[config.mk]
export PLATFORM = sky130hd
export DESIGN_NAME = updown_cnt_mod
export DESIGN_NICKNAME = d
export VERILOG_FILES = /design/src/rtl/updown_cnt_mod.sv
export SDC_FILE = /design/constraint.sdc
export NUM_CORES = 1
export LEC_CHECK = 0
export ABC_AREA = 1
export CORE_UTILIZATION = 44
export CTS_CLUSTER_DIAMETER = 120
export DETAILED_ROUTE_END_ITERATION = 10
export PLACE_DENSITY = 0.75
export SYNTH_ARGS = -nofsm -noshare
export SYNTH_HDL_FRONTEND = slang
export SYNTH_SLANG_ARGS = --single-unit
[constraint.sdc]
create_clock -name cp -period 1.77 [get_ports cp]
set_clock_uncertainty 0.2 [all_clocks]
set_input_delay 0.4425 -clock cp [delete_from_list [all_inputs] [get_ports cp]]
set_output_delay 0.4425 -clock cp [all_outputs]
set_load 0.05 [all_outputs]
[src/rtl/updown_cnt_mod.sv]
// Parametrised up/down counter with programmable top value, clamped load, wrap/saturate
// mode, max/min detect, active-low cascade output and boundary-event flags.
module updown_cnt_mod #(
    parameter int WIDTH = 4
) (
    input  logic             cp,
    input  logic             cr_,
    input  logic             ct_,
    input  logic             ld_,
    input  logic             mode,
    input  logic             sat,
    input  logic [WIDTH-1:0] lim,
    input  logic [WIDTH-1:0] D,
    output logic [WIDTH-1:0] Q,
    output logic             Mm,
    output logic             RCO_,
    output logic             wrp,
    output logic             ovf
);

    logic             at_bound;
    logic [WIDTH-1:0] q_next;
    logic [WIDTH-1:0] load_val;

    // A count cycle taken while at_bound is high is a boundary event.
    always_comb begin
        if (mode) begin
            at_bound = (Q == '0);
        end else begin
            at_bound = (Q >= lim);
        end
    end

    assign Mm   = at_bound;
    assign RCO_ = ~(at_bound & ~ct_);

    assign load_val = (D > lim) ? lim : D;

    always_comb begin
        q_next = Q;
        if (!mode) begin
            if (Q < lim) begin
                q_next = Q + WIDTH'(1);
            end else if (sat) begin
                q_next = lim;
            end else begin
                q_next = '0;
            end
        end else begin
            // Q above lim only happens after lim was lowered; step straight back in.
            if (Q > lim) begin
                q_next = lim;
            end else if (Q == '0) begin
                q_next = sat ? '0 : lim;
            end else begin
                q_next = Q - WIDTH'(1);
            end
        end
    end

    always_ff @(posedge cp or negedge cr_) begin
        if (!cr_) begin
            Q   <= '0;
            wrp <= 1'b0;
            ovf <= 1'b0;
        end else if (!ld_) begin
            Q   <= load_val;
            wrp <= 1'b0;
            ovf <= 1'b0;
        end else if (!ct_) begin
            Q   <= q_next;
            wrp <= at_bound;
            if (at_bound) begin
                ovf <= 1'b1;
            end
        end else begin
            wrp <= 1'b0;
        end
    end

endmodule
==> notes.md <==
yosys + openroad results -> total power between 1.5 and 2 mW, Rel. slew slack around four fifths, Commonest Layout Cell nand2_1, worst r2r src Q[3], buffer share of cell area a little under a third, routability cong. between 0.9 and 1, Inverters 25, CP delay by family, top buffers and inverters, Final Core Density about nine tenths, failing checks negative setup slack, clock power share roughly a tenth, drt wl/cell approximately 17 um, Synth top cells by count nand2_1 (48), inv_1 (22), nand3_1 (14), Final #Nets between 200 and 250, YS warnings 0, final setup violation count 8, Syn Inst Count approximately 140, status finished with violations, Top-area cell share 20.28%, WP data required 1.13 ns, Finished Layout Cells roughly 220, CP max stage delay 0.26 ns, P_sw 0.7664 mW, placed cell area between 1500 and 2000 um^2, clk tree area frac between 1.5 and 2%, Yosys chip area ~890 um^2, Congestion Overflow GR 0, total of max-cap violations 0, Seq pwr share a little over an eighth, DR DRC count 0, Detail Route Antenna Nets 0, Hold WC Path Type in2async, initial antenna violation count 0, Pre-Repair DR Iteration Count 4, nonclk buf count ~50, crit path kind in2out, Final Worst Setup Slack -0.6008 ns, Syn Nets between 150 and 200, Clock group around 0.15 mW, P_comb between 1 and 1.5 mW, Via-to-Cell Ratio ~5.8, CTS max path bufs 2, crit-path max FO 2, Max Freq ~0.42 GHz, r2r endpoint ovf, DP Wirelength about 2500 um, # fillers roughly 84, final setup TNS -2.744 ns, Comb/total area 49.46%, internal power about 0.78 mW, initial DRC count about 64, Ant. Diodes 0, Synth area leaders nand2_1 (20%), dfrtp_1 (17%), ha_1 (14%), Slowest-stage cell, CP dlygate4sd2_1, post-synthesis sequential area ratio between 10% and 20%, pre-CTS setup slack -0.8744 ns, syn_area_per_cell 6.212 um^2, Flops after synth 6, tool warnings 30, clk sinks 6, CTS Buf Count 3, Reg clk slew, reported paths around 0.050 ns, final worst path period share 133.9%, Critical Path, Cell by Cell dlygate4sd2_1, inv_2, ha_4, a21oi_4, nand2_4, o22ai_4, inv_6, nand2_8, buf_12, row cnt 15, Logic pwr share just under 80%
-- cells by family after synthesis --
group	count (synthesis)	share of synthesized area [%]
XOR/XNOR	1	0.9861
adder cells (fa/ha/maj)	10	14.08
AND-OR/OR-AND	17	13.10
buffers and inverters	25	10.56
AND/OR/NAND/NOR	84	44.37
flip-flops	6	16.90
-- metal layers --
metal | global-route usage, % | vias up | part of all wire, %
met1 | 47.25 | 577 | 35
met4 | 20.57 | 0 | 6.8
met2 | 70.83 | 101 | 49
met5 | 0 | - | 0
met3 | 5.385 | 32 | 9.1
li1 | - | 568 | -
-- state kept, by name, summed over array words and instances (netlist names) --
signal and count:
Q 4, ovf 1, wrp 1
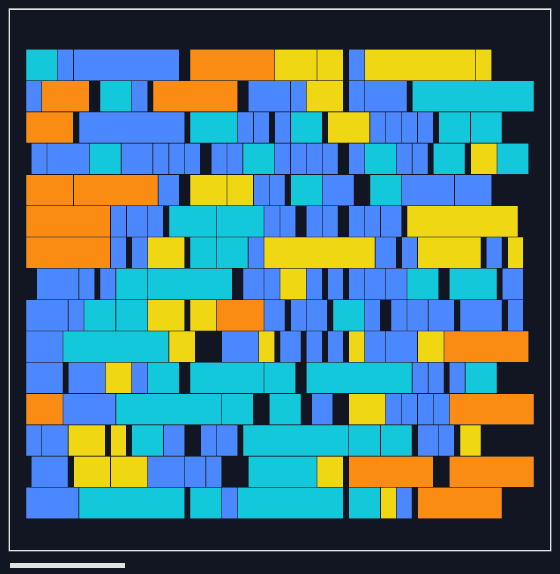
**Above:** drive-strength map.
Bar = 10 um.
cyan -> _3 and _4 cells  # cells 43, share 22%
orange -> _6 and larger  # cells 15, share 7.6%
yellow -> _2 cells  # cells 30, share 15%
blue -> _0 and _1 cells  # cells 109, share 55%
Final Worst Setup Slack: -0.6008 ns
area grow syn2layout: 84.23%
Post-Layout Inst Area: 1637 um^2

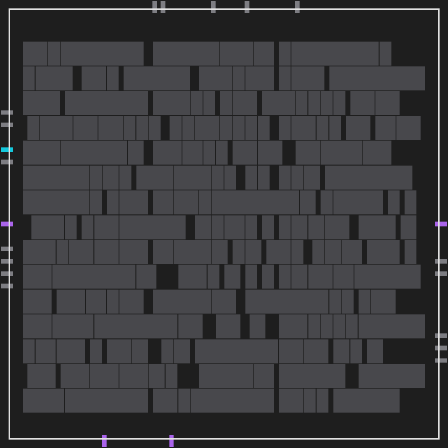
**Above:** ports around the boundary.
Pins as bars across the die edge, other pins in grey.
cyan -> Mm  # pins 1, direction output, edge west
purple -> lim  # pins 4, direction input, edge 2 south, 1 west, 1 east
port bufs: 21
Chip Height: 46.94 um
Die X: 46.94 um

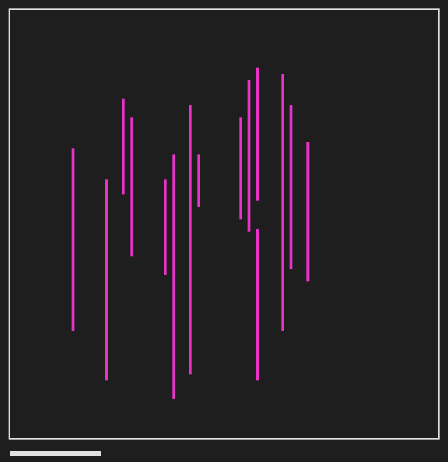
**Above:** metal 4.
Bar = 10 um.
longest straight run = 29.2 um
share of all routed wire = 6.8%
nets with wire on the layer = 15
main direction = vertical
drt total wl: 3750 um
DR vias: 1278

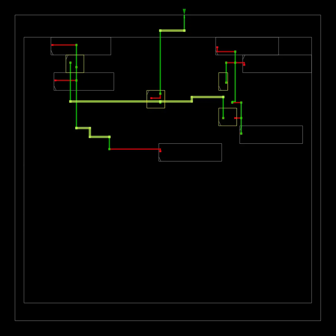
**Above:** clock wiring as the flow saved it.
Clock buffer cells: 4
Latency at later pin: 0.26 ns

Power figures rest on the tool's default switching activity, not on a simulated workload.
